==> config.mk <==
export PLATFORM = sky130hd
export DESIGN_NAME = ctrl_hazard_scoreboard
export DESIGN_NICKNAME = d
export VERILOG_FILES = /design/src/rtl/ctrl_pkg.sv /design/src/rtl/ctrl_hazard_class.sv /design/src/rtl/ctrl_hazard_scoreboard.sv
export SDC_FILE = /design/constraint.sdc
export NUM_CORES = 1
export LEC_CHECK = 0
export CAP_MARGIN = 15
export CORE_MARGIN = 4
export CORE_UTILIZATION = 49
export CTS_CLUSTER_DIAMETER = 50
export DETAILED_ROUTE_END_ITERATION = 6
export PLACE_DENSITY = 0.76
export SETUP_SLACK_MARGIN = 0.4
export SYNTH_ARGS = -nofsm -noshare
export SYNTH_HDL_FRONTEND = slang
export SYNTH_SLANG_ARGS = --single-unit
==> constraint.sdc <==
create_clock -name clk -period 13.25 [get_ports clk]
set_input_delay 3.975 -clock clk [delete_from_list [all_inputs] [get_ports clk]]
set_output_delay 3.975 -clock clk [all_outputs]
set_load 0.02 [all_outputs]
==> src/rtl/ctrl_pkg.sv <==
// Shared decode constants and scoreboard entry type for the MIPS control path.
// Pure declarations; no logic or latency.
package ctrl_pkg;

  localparam logic [5:0] OP_SPECIAL = 6'h00;
  localparam logic [5:0] OP_REGIMM  = 6'h01;
  localparam logic [5:0] OP_J       = 6'h02;
  localparam logic [5:0] OP_JAL     = 6'h03;
  localparam logic [5:0] OP_BEQ     = 6'h04;
  localparam logic [5:0] OP_BNE     = 6'h05;
  localparam logic [5:0] OP_BLEZ    = 6'h06;
  localparam logic [5:0] OP_BGTZ    = 6'h07;
  localparam logic [5:0] OP_ADDI    = 6'h08;
  localparam logic [5:0] OP_ADDIU   = 6'h09;
  localparam logic [5:0] OP_SLTI    = 6'h0a;
  localparam logic [5:0] OP_SLTIU   = 6'h0b;
  localparam logic [5:0] OP_ANDI    = 6'h0c;
  localparam logic [5:0] OP_ORI     = 6'h0d;
  localparam logic [5:0] OP_XORI    = 6'h0e;
  localparam logic [5:0] OP_LUI     = 6'h0f;
  localparam logic [5:0] OP_COP0    = 6'h10;
  localparam logic [5:0] OP_LB      = 6'h20;
  localparam logic [5:0] OP_LH      = 6'h21;
  localparam logic [5:0] OP_LW      = 6'h23;
  localparam logic [5:0] OP_LBU     = 6'h24;
  localparam logic [5:0] OP_LHU     = 6'h25;
  localparam logic [5:0] OP_SB      = 6'h28;
  localparam logic [5:0] OP_SH      = 6'h29;
  localparam logic [5:0] OP_SW      = 6'h2b;

  localparam logic [5:0] F_SLL   = 6'h00;
  localparam logic [5:0] F_SRL   = 6'h02;
  localparam logic [5:0] F_SRA   = 6'h03;
  localparam logic [5:0] F_SLLV  = 6'h04;
  localparam logic [5:0] F_SRLV  = 6'h06;
  localparam logic [5:0] F_SRAV  = 6'h07;
  localparam logic [5:0] F_JR    = 6'h08;
  localparam logic [5:0] F_JALR  = 6'h09;
  localparam logic [5:0] F_MFHI  = 6'h10;
  localparam logic [5:0] F_MTHI  = 6'h11;
  localparam logic [5:0] F_MFLO  = 6'h12;
  localparam logic [5:0] F_MTLO  = 6'h13;
  localparam logic [5:0] F_MULT  = 6'h18;
  localparam logic [5:0] F_MULTU = 6'h19;
  localparam logic [5:0] F_DIV   = 6'h1a;
  localparam logic [5:0] F_DIVU  = 6'h1b;
  localparam logic [5:0] F_ADD   = 6'h20;
  localparam logic [5:0] F_ADDU  = 6'h21;
  localparam logic [5:0] F_SUB   = 6'h22;
  localparam logic [5:0] F_SUBU  = 6'h23;
  localparam logic [5:0] F_AND   = 6'h24;
  localparam logic [5:0] F_OR    = 6'h25;
  localparam logic [5:0] F_XOR   = 6'h26;
  localparam logic [5:0] F_NOR   = 6'h27;
  localparam logic [5:0] F_SLT   = 6'h2a;
  localparam logic [5:0] F_SLTU  = 6'h2b;
  localparam logic [5:0] F_ERET  = 6'h18;

  localparam logic [4:0] C0_MF = 5'h00;
  localparam logic [4:0] C0_MT = 5'h04;
  localparam logic [4:0] C0_CO = 5'h10;

  localparam logic [1:0] TUSE_D    = 2'd0;
  localparam logic [1:0] TUSE_E    = 2'd1;
  localparam logic [1:0] TUSE_M    = 2'd2;
  localparam logic [1:0] TUSE_NONE = 2'd3;

  localparam logic [1:0] TNEW_LINK = 2'd0;
  localparam logic [1:0] TNEW_ALU  = 2'd1;
  localparam logic [1:0] TNEW_LOAD = 2'd2;

  typedef struct packed {
    logic       v;
    logic [4:0] dst;
    logic [1:0] tnew;
  } sb_entry_t;

  function automatic logic [1:0] tnew_dec(input logic [1:0] t);
    return (t == 2'd0) ? 2'd0 : t - 2'd1;
  endfunction

endpackage

==> src/rtl/ctrl_hazard_class.sv <==
// Combinational instruction classifier: sources, Tuse, destination, Tnew, MDU use, RI.
// Zero latency; unsupported encodings report ri_exc_o with all uses/writes cleared.
module ctrl_hazard_class
  import ctrl_pkg::*;
(
  input  logic [31:0] instr_i,
  output logic [4:0]  src_rs_o,
  output logic [4:0]  src_rt_o,
  output logic [1:0]  tuse_rs_o,
  output logic [1:0]  tuse_rt_o,
  output logic [4:0]  dst_o,
  output logic [1:0]  tnew_o,
  output logic        is_md_o,
  output logic        md_start_o,
  output logic        md_div_o,
  output logic        ri_exc_o
);

  logic [5:0] op, fn;
  logic [4:0] rs, rt, rd, sh;

  assign op = instr_i[31:26];
  assign rs = instr_i[25:21];
  assign rt = instr_i[20:16];
  assign rd = instr_i[15:11];
  assign sh = instr_i[10:6];
  assign fn = instr_i[5:0];

  assign src_rs_o = rs;
  assign src_rt_o = rt;

  always_comb begin
    tuse_rs_o  = TUSE_NONE;
    tuse_rt_o  = TUSE_NONE;
    dst_o      = 5'd0;
    tnew_o     = TNEW_LINK;
    is_md_o    = 1'b0;
    md_start_o = 1'b0;
    md_div_o   = 1'b0;
    ri_exc_o   = 1'b0;
    case (op)
      OP_SPECIAL: begin
        // Non-shift R-type encodings must carry a zero shamt field.
        ri_exc_o = (sh != 5'd0);
        case (fn)
          F_SLL, F_SRL, F_SRA: begin
            ri_exc_o  = (rs != 5'd0);
            tuse_rt_o = TUSE_E;
            dst_o     = rd;
            tnew_o    = TNEW_ALU;
          end
          F_SLLV, F_SRLV, F_SRAV, F_ADD, F_ADDU, F_SUB, F_SUBU,
          F_AND, F_OR, F_XOR, F_NOR, F_SLT, F_SLTU: begin
            tuse_rs_o = TUSE_E;
            tuse_rt_o = TUSE_E;
            dst_o     = rd;
            tnew_o    = TNEW_ALU;
          end
          F_JR:   tuse_rs_o = TUSE_D;
          F_JALR: begin
            tuse_rs_o = TUSE_D;
            dst_o     = rd;
            tnew_o    = TNEW_LINK;
          end
          F_MFHI, F_MFLO: begin
            dst_o   = rd;
            tnew_o  = TNEW_ALU;
            is_md_o = 1'b1;
          end
          F_MTHI, F_MTLO: begin
            tuse_rs_o = TUSE_E;
            is_md_o   = 1'b1;
          end
          F_MULT, F_MULTU, F_DIV, F_DIVU: begin
            tuse_rs_o  = TUSE_E;
            tuse_rt_o  = TUSE_E;
            is_md_o    = 1'b1;
            md_start_o = 1'b1;
            md_div_o   = (fn == F_DIV) || (fn == F_DIVU);
          end
          default: ri_exc_o = 1'b1;
        endcase
      end
      OP_REGIMM: begin
        if (rt == 5'd0 || rt == 5'd1) tuse_rs_o = TUSE_D;
        else ri_exc_o = 1'b1;
      end
      OP_J: ;
      OP_JAL: begin
        dst_o  = 5'd31;
        tnew_o = TNEW_LINK;
      end
      OP_BEQ, OP_BNE: begin
        tuse_rs_o = TUSE_D;
        tuse_rt_o = TUSE_D;
      end
      OP_BLEZ, OP_BGTZ: tuse_rs_o = TUSE_D;
      OP_ADDI, OP_ADDIU, OP_SLTI, OP_SLTIU, OP_ANDI, OP_ORI, OP_XORI: begin
        tuse_rs_o = TUSE_E;
        dst_o     = rt;
        tnew_o    = TNEW_ALU;
      end
      OP_LUI: begin
        dst_o  = rt;
        tnew_o = TNEW_ALU;
      end
      OP_LB, OP_LH, OP_LW, OP_LBU, OP_LHU: begin
        tuse_rs_o = TUSE_E;
        dst_o     = rt;
        tnew_o    = TNEW_LOAD;
      end
      OP_SB, OP_SH, OP_SW: begin
        tuse_rs_o = TUSE_E;
        tuse_rt_o = TUSE_M;
      end
      OP_COP0: begin
        case (rs)
          C0_MF: begin
            dst_o  = rt;
            tnew_o = TNEW_LOAD;
          end
          C0_MT:   tuse_rt_o = TUSE_M;
          C0_CO:   ri_exc_o = (fn != F_ERET);
          default: ri_exc_o = 1'b1;
        endcase
      end
      default: ri_exc_o = 1'b1;
    endcase
    if (ri_exc_o) begin
      tuse_rs_o  = TUSE_NONE;
      tuse_rt_o  = TUSE_NONE;
      dst_o      = 5'd0;
      tnew_o     = TNEW_LINK;
      is_md_o    = 1'b0;
      md_start_o = 1'b0;
      md_div_o   = 1'b0;
    end
  end

endmodule

==> src/rtl/ctrl_hazard_scoreboard.sv <==
// D-stage hazard control: pending-write scoreboard, stall, D-stage forward selects, MDU interlock.
// Outputs are combinational from instr_D and registered state; state advances on clk.
module ctrl_hazard_scoreboard
  import ctrl_pkg::*;
#(
  parameter int STAGES      = 3,
  parameter int MULT_CYCLES = 5,
  parameter int DIV_CYCLES  = 10,
  localparam int CNT_W      = $clog2(DIV_CYCLES + 1),
  localparam int SEL_W      = $clog2(STAGES + 1)
) (
  input  logic             clk,
  input  logic             reset,
  input  logic [31:0]      instr_D,
  input  logic             valid_D,
  input  logic             flush,
  output logic             stall,
  output logic [SEL_W-1:0] fwd_rs_sel,
  output logic [SEL_W-1:0] fwd_rt_sel,
  output logic             md_busy,
  output logic             ri_exc
);

  logic [4:0] src_rs, src_rt, cls_dst;
  logic [1:0] tuse_rs, tuse_rt, cls_tnew;
  logic       cls_md, cls_md_start, cls_md_div, cls_ri;

  ctrl_hazard_class u_class (
    .instr_i    (instr_D),
    .src_rs_o   (src_rs),
    .src_rt_o   (src_rt),
    .tuse_rs_o  (tuse_rs),
    .tuse_rt_o  (tuse_rt),
    .dst_o      (cls_dst),
    .tnew_o     (cls_tnew),
    .is_md_o    (cls_md),
    .md_start_o (cls_md_start),
    .md_div_o   (cls_md_div),
    .ri_exc_o   (cls_ri)
  );

  sb_entry_t        sb_q [1:STAGES];
  sb_entry_t        sb_d [1:STAGES];
  logic [CNT_W-1:0] cnt_q, cnt_d;
  logic [STAGES:1]  raw_vec, rs_fwd_vec, rt_fwd_vec;
  logic             md_hazard, md_load;

  for (genvar k = 1; k <= STAGES; k++) begin : g_cmp
    logic live, rs_hit, rt_hit;
    assign live   = sb_q[k].v && (sb_q[k].dst != 5'd0);
    assign rs_hit = live && (sb_q[k].dst == src_rs);
    assign rt_hit = live && (sb_q[k].dst == src_rt);
    assign raw_vec[k]    = (rs_hit && (sb_q[k].tnew > tuse_rs)) ||
                           (rt_hit && (sb_q[k].tnew > tuse_rt));
    assign rs_fwd_vec[k] = rs_hit && (sb_q[k].tnew == 2'd0);
    assign rt_fwd_vec[k] = rt_hit && (sb_q[k].tnew == 2'd0);
  end

  // Scan deepest-first so the youngest matching stage overwrites the select.
  always_comb begin
    fwd_rs_sel = '0;
    fwd_rt_sel = '0;
    for (int i = STAGES; i >= 1; i--) begin
      if (rs_fwd_vec[i]) fwd_rs_sel = SEL_W'(i);
      if (rt_fwd_vec[i]) fwd_rt_sel = SEL_W'(i);
    end
  end

  assign md_hazard = cls_md && (cnt_q != '0);
  assign stall     = valid_D && ((|raw_vec) || md_hazard);
  assign ri_exc    = valid_D && cls_ri;
  assign md_busy   = (cnt_q != '0);
  assign md_load   = valid_D && !stall && !flush && cls_md_start;

  always_comb begin
    sb_d[1].v    = valid_D && !cls_ri && !stall;
    sb_d[1].dst  = cls_dst;
    sb_d[1].tnew = cls_tnew;
    for (int i = 2; i <= STAGES; i++) begin
      sb_d[i]      = sb_q[i-1];
      sb_d[i].tnew = tnew_dec(sb_q[i-1].tnew);
    end
    if (flush) begin
      for (int i = 1; i <= STAGES; i++) sb_d[i].v = 1'b0;
    end
  end

  always_comb begin
    if (md_load)             cnt_d = cls_md_div ? CNT_W'(DIV_CYCLES) : CNT_W'(MULT_CYCLES);
    else if (cnt_q != '0)    cnt_d = cnt_q - CNT_W'(1);
    else                     cnt_d = cnt_q;
  end

  always_ff @(posedge clk or posedge reset) begin
    if (reset) begin
      for (int i = 1; i <= STAGES; i++) sb_q[i] <= '0;
      cnt_q <= '0;
    end else begin
      for (int i = 1; i <= STAGES; i++) sb_q[i] <= sb_d[i];
      cnt_q <= cnt_d;
    end
  end

endmodule

Fig. 1: placement by cell class
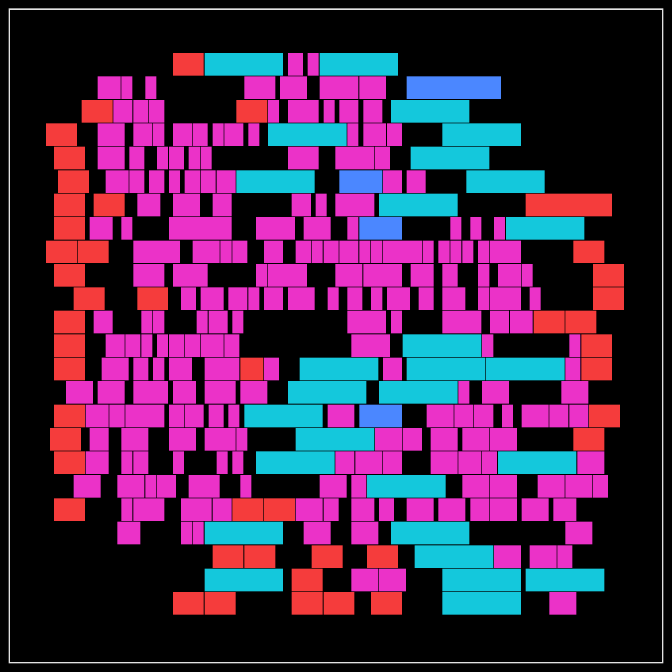
Blue stands for clock drivers and dummy loads, cells 4, share of their area 2.6%. Cyan stands for registers, cells 28, share of their area 26%. Red stands for remaining buffers and delay cells, cells 44, share of their area 17%. Magenta stands for remaining logic cells, cells 221, share of their area 55%.

Fig. 2: selected gate families
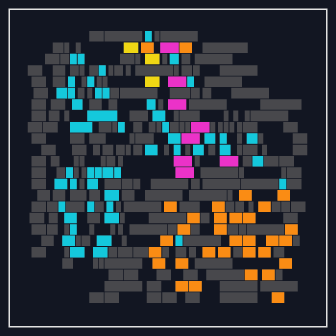
Magenta stands for fa/ha/maj cells, cells 8, most used ha_1. Cyan stands for aoi and oai cells, cells 49, most used o21ai_0. Orange stands for xor and xnor cells, cells 32, most used xnor2_1. Yellow stands for mux cells, cells 3, most used mux2i_1.
Comb/total area: 51.6%
most numerous logic cell after layout: clkdlybuf4s50_1
Non-Filler Instances: 349

Fig. 3: the clock network
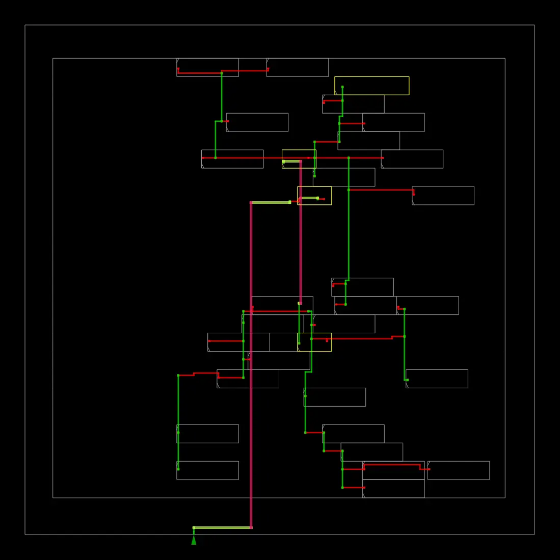
Num Clock Sinks: 28
CTS buffer count: 3
Worst-Skew Late Latency: 0.28 ns
Clock net power: 0.0674 mW

[metrics by stage]
| stage | worst slack (ns) | total power [mW] | hold slack (ns) | area [µm²] | instances |
|---|---|---|---|---|---|
| after detailed placement | 0.993 | 0.182 | 0.440 | 2670 | 344 |
| after CTS | 0.982 | 0.250 | 0.461 | 2750 | 348 |
| after global placement | 1.10 | 0.180 | 0.438 | 2670 | 344 |
| after floorplan | 2.45 | 0.156 | 0.419 | 2240 | 264 |
| final | 0.948 | 0.249 | 0.455 | 2770 | 349 |
| after global routing | 0.518 | 0.265 | 0.485 | 2770 | 349 |
[Yosys cell counts (3+ instances only)]
cell type	n	share of area [%]
a21oi_1	12	2.7
o21ai_0	13	2.9
nor4_1	10	2.8
nand2_1	13	2.2
mux2i_1	3	1.3
xor2_1	10	3.9
a2111oi_0	3	1.2
clkbuf_1	10	1.7
dfrtp_1	28	31
or4_1	4	1.3
inv_1	13	2.2
and2_1	3	0.84
o21a_1	3	1.0
a222oi_1	5	2.2
nor4b_1	3	1.2
a22oi_1	6	2.0
nor3_1	4	0.89
nand3_1	7	1.6
ha_1	8	4.5
xnor2_1	22	8.6
nand2b_1	4	1.1
nor2_1	33	5.5
nand4_1	4	1.1
buf_2	5	1.1
o211ai_1	3	1.0
nor2b_1	5	1.4
[final timing paths]
kind	from	endpoint	cells past startpoint
min reg2reg	sb_q[8]	sb_q[0]	1
max reg2reg	sb_d[11]	cnt_q[3]	8
min in group asynchronous	reset	sb_q[15]	2
max in group asynchronous	reset	sb_d[4]	3
min	sb_q[8]	sb_q[0]	1
max	instr_D[27]	stall	15
[metal layers]
metal	GRT usage [%]	vias to the layer above	wire length, µm
met5	0	-	0
met4	7.96	0	107
met3	2.64	9	337
met2	33.5	77	2620
met1	27.6	991	2500
li1	-	1038	-
[state kept, by name (all words and copies together) (netlist names)]
| name | flops |
|---|---|
| cnt_q | 4 |
| sb_d | 10 |
| sb_q | 14 |
[layout by cell type (no fill, tap or decap), types with 2 or more instances in the layout]
cell type and n:
clkdlybuf4s50_1 42, nor2_1 33, dfrtp_1 28, xnor2_1 22, inv_1 13, nand2_1 13, o21ai_0 13, a21oi_1 12
nor4_1 10, xor2_1 10, ha_1 8, nand3_1 7, a22oi_1 6, nor2b_1 5, a222oi_1 5, or4_1 4
nor3_1 4, nand2b_1 4, nand4_1 4, o21a_1 3, nor4b_1 3, a2111oi_0 3, o211ai_1 3, and2_1 3
mux2i_1 3, clkbuf_8 3, or3_1 2, nor4_2 2, a21o_1 2, a32o_1 2, nor3b_1 2, o22ai_1 2
[area by class of cell]
| type | instances | area [µm²] |
|---|---|---|
| Fill cell | 388 | 1610 |
| Multi-Input combinational cell | 208 | 1430 |
| Sequential cell | 28 | 701 |
| Timing Repair Buffer | 44 | 455 |
| Tap cell | 52 | 65.1 |
| Inverter | 13 | 48.8 |
| Clock buffer | 3 | 41.3 |
| Clock inverter | 1 | 30.0 |
[critical path, delay by kind of cell]
| kind | cells | cell delay, ns |
|---|---|---|
| adders and majority gates | 1 | 0.26 |
| and+or+nand+nor | 7 | 1.72 |
| AOI/OAI and AO/OA | 5 | 1.12 |
| buffers and inverters | 2 | 1.24 |
==> flow_summary.toml <==
# flow metrics
[run_status]
outcome = "complete, no violations"

[pwr]
p_clk_share_pct = 27.1
seq_power_mw = 0.101
power.density_nw_per_um2 = 89.8
intPower_mw = 0.174
largestPowerGroup = "sequential cells"
p_comb_share_pct = 32.3

[critical_path]
crit_type = "in -> out"
critPathMaxStageDelay_ns = 0.67
crit_required_ns = 9.27

[logic_synthesis]
mux_area_share_pct = 1.34
simple_gate_area_share_pct = 26.0
ys_sh_aoi_pct = 19.5
syn_inst = 264
ys_area_um2 = 2240
ys_types = 50
ys_seq_elements = 28
synthesis.area_um2 = 2240
synthArstFlopShare_pct = 100
yosys.stat.seqShare_pct = 31.2

[layout]
antenna_cells = 0
syn2layout_area_growth_pct = 23.6
post-route-util_pct = 63.2

[job]
warnings = 27
max-cap-violations = 0

[hold_path]
min_path_type = "reg -> reg"

[timing]
finalSetupViolCount = 0
finalWorstPathRequiredPeriod_ns = 12.30
worst_pin_slew_ns = 0.856

[floorplan]
core_um2 = 4380
fp_util_pct = 51.2
die-width_um = 75.7
std_cell_rows = 24

[cts]
clk_pin_slew_ns = 0.09
cts_buffer_depth = 2
postCtsResizedCells = 0
cts-root-buf = "clkbuf_8"
htreeDepth = 1

[global_route]
grt_max_degree = 29
antenna_found_initial = 0
grt_overflow = 0

[detailed_routing]
vias_per_cell = 6.06
Power is estimated from default activity; no workload was simulated.
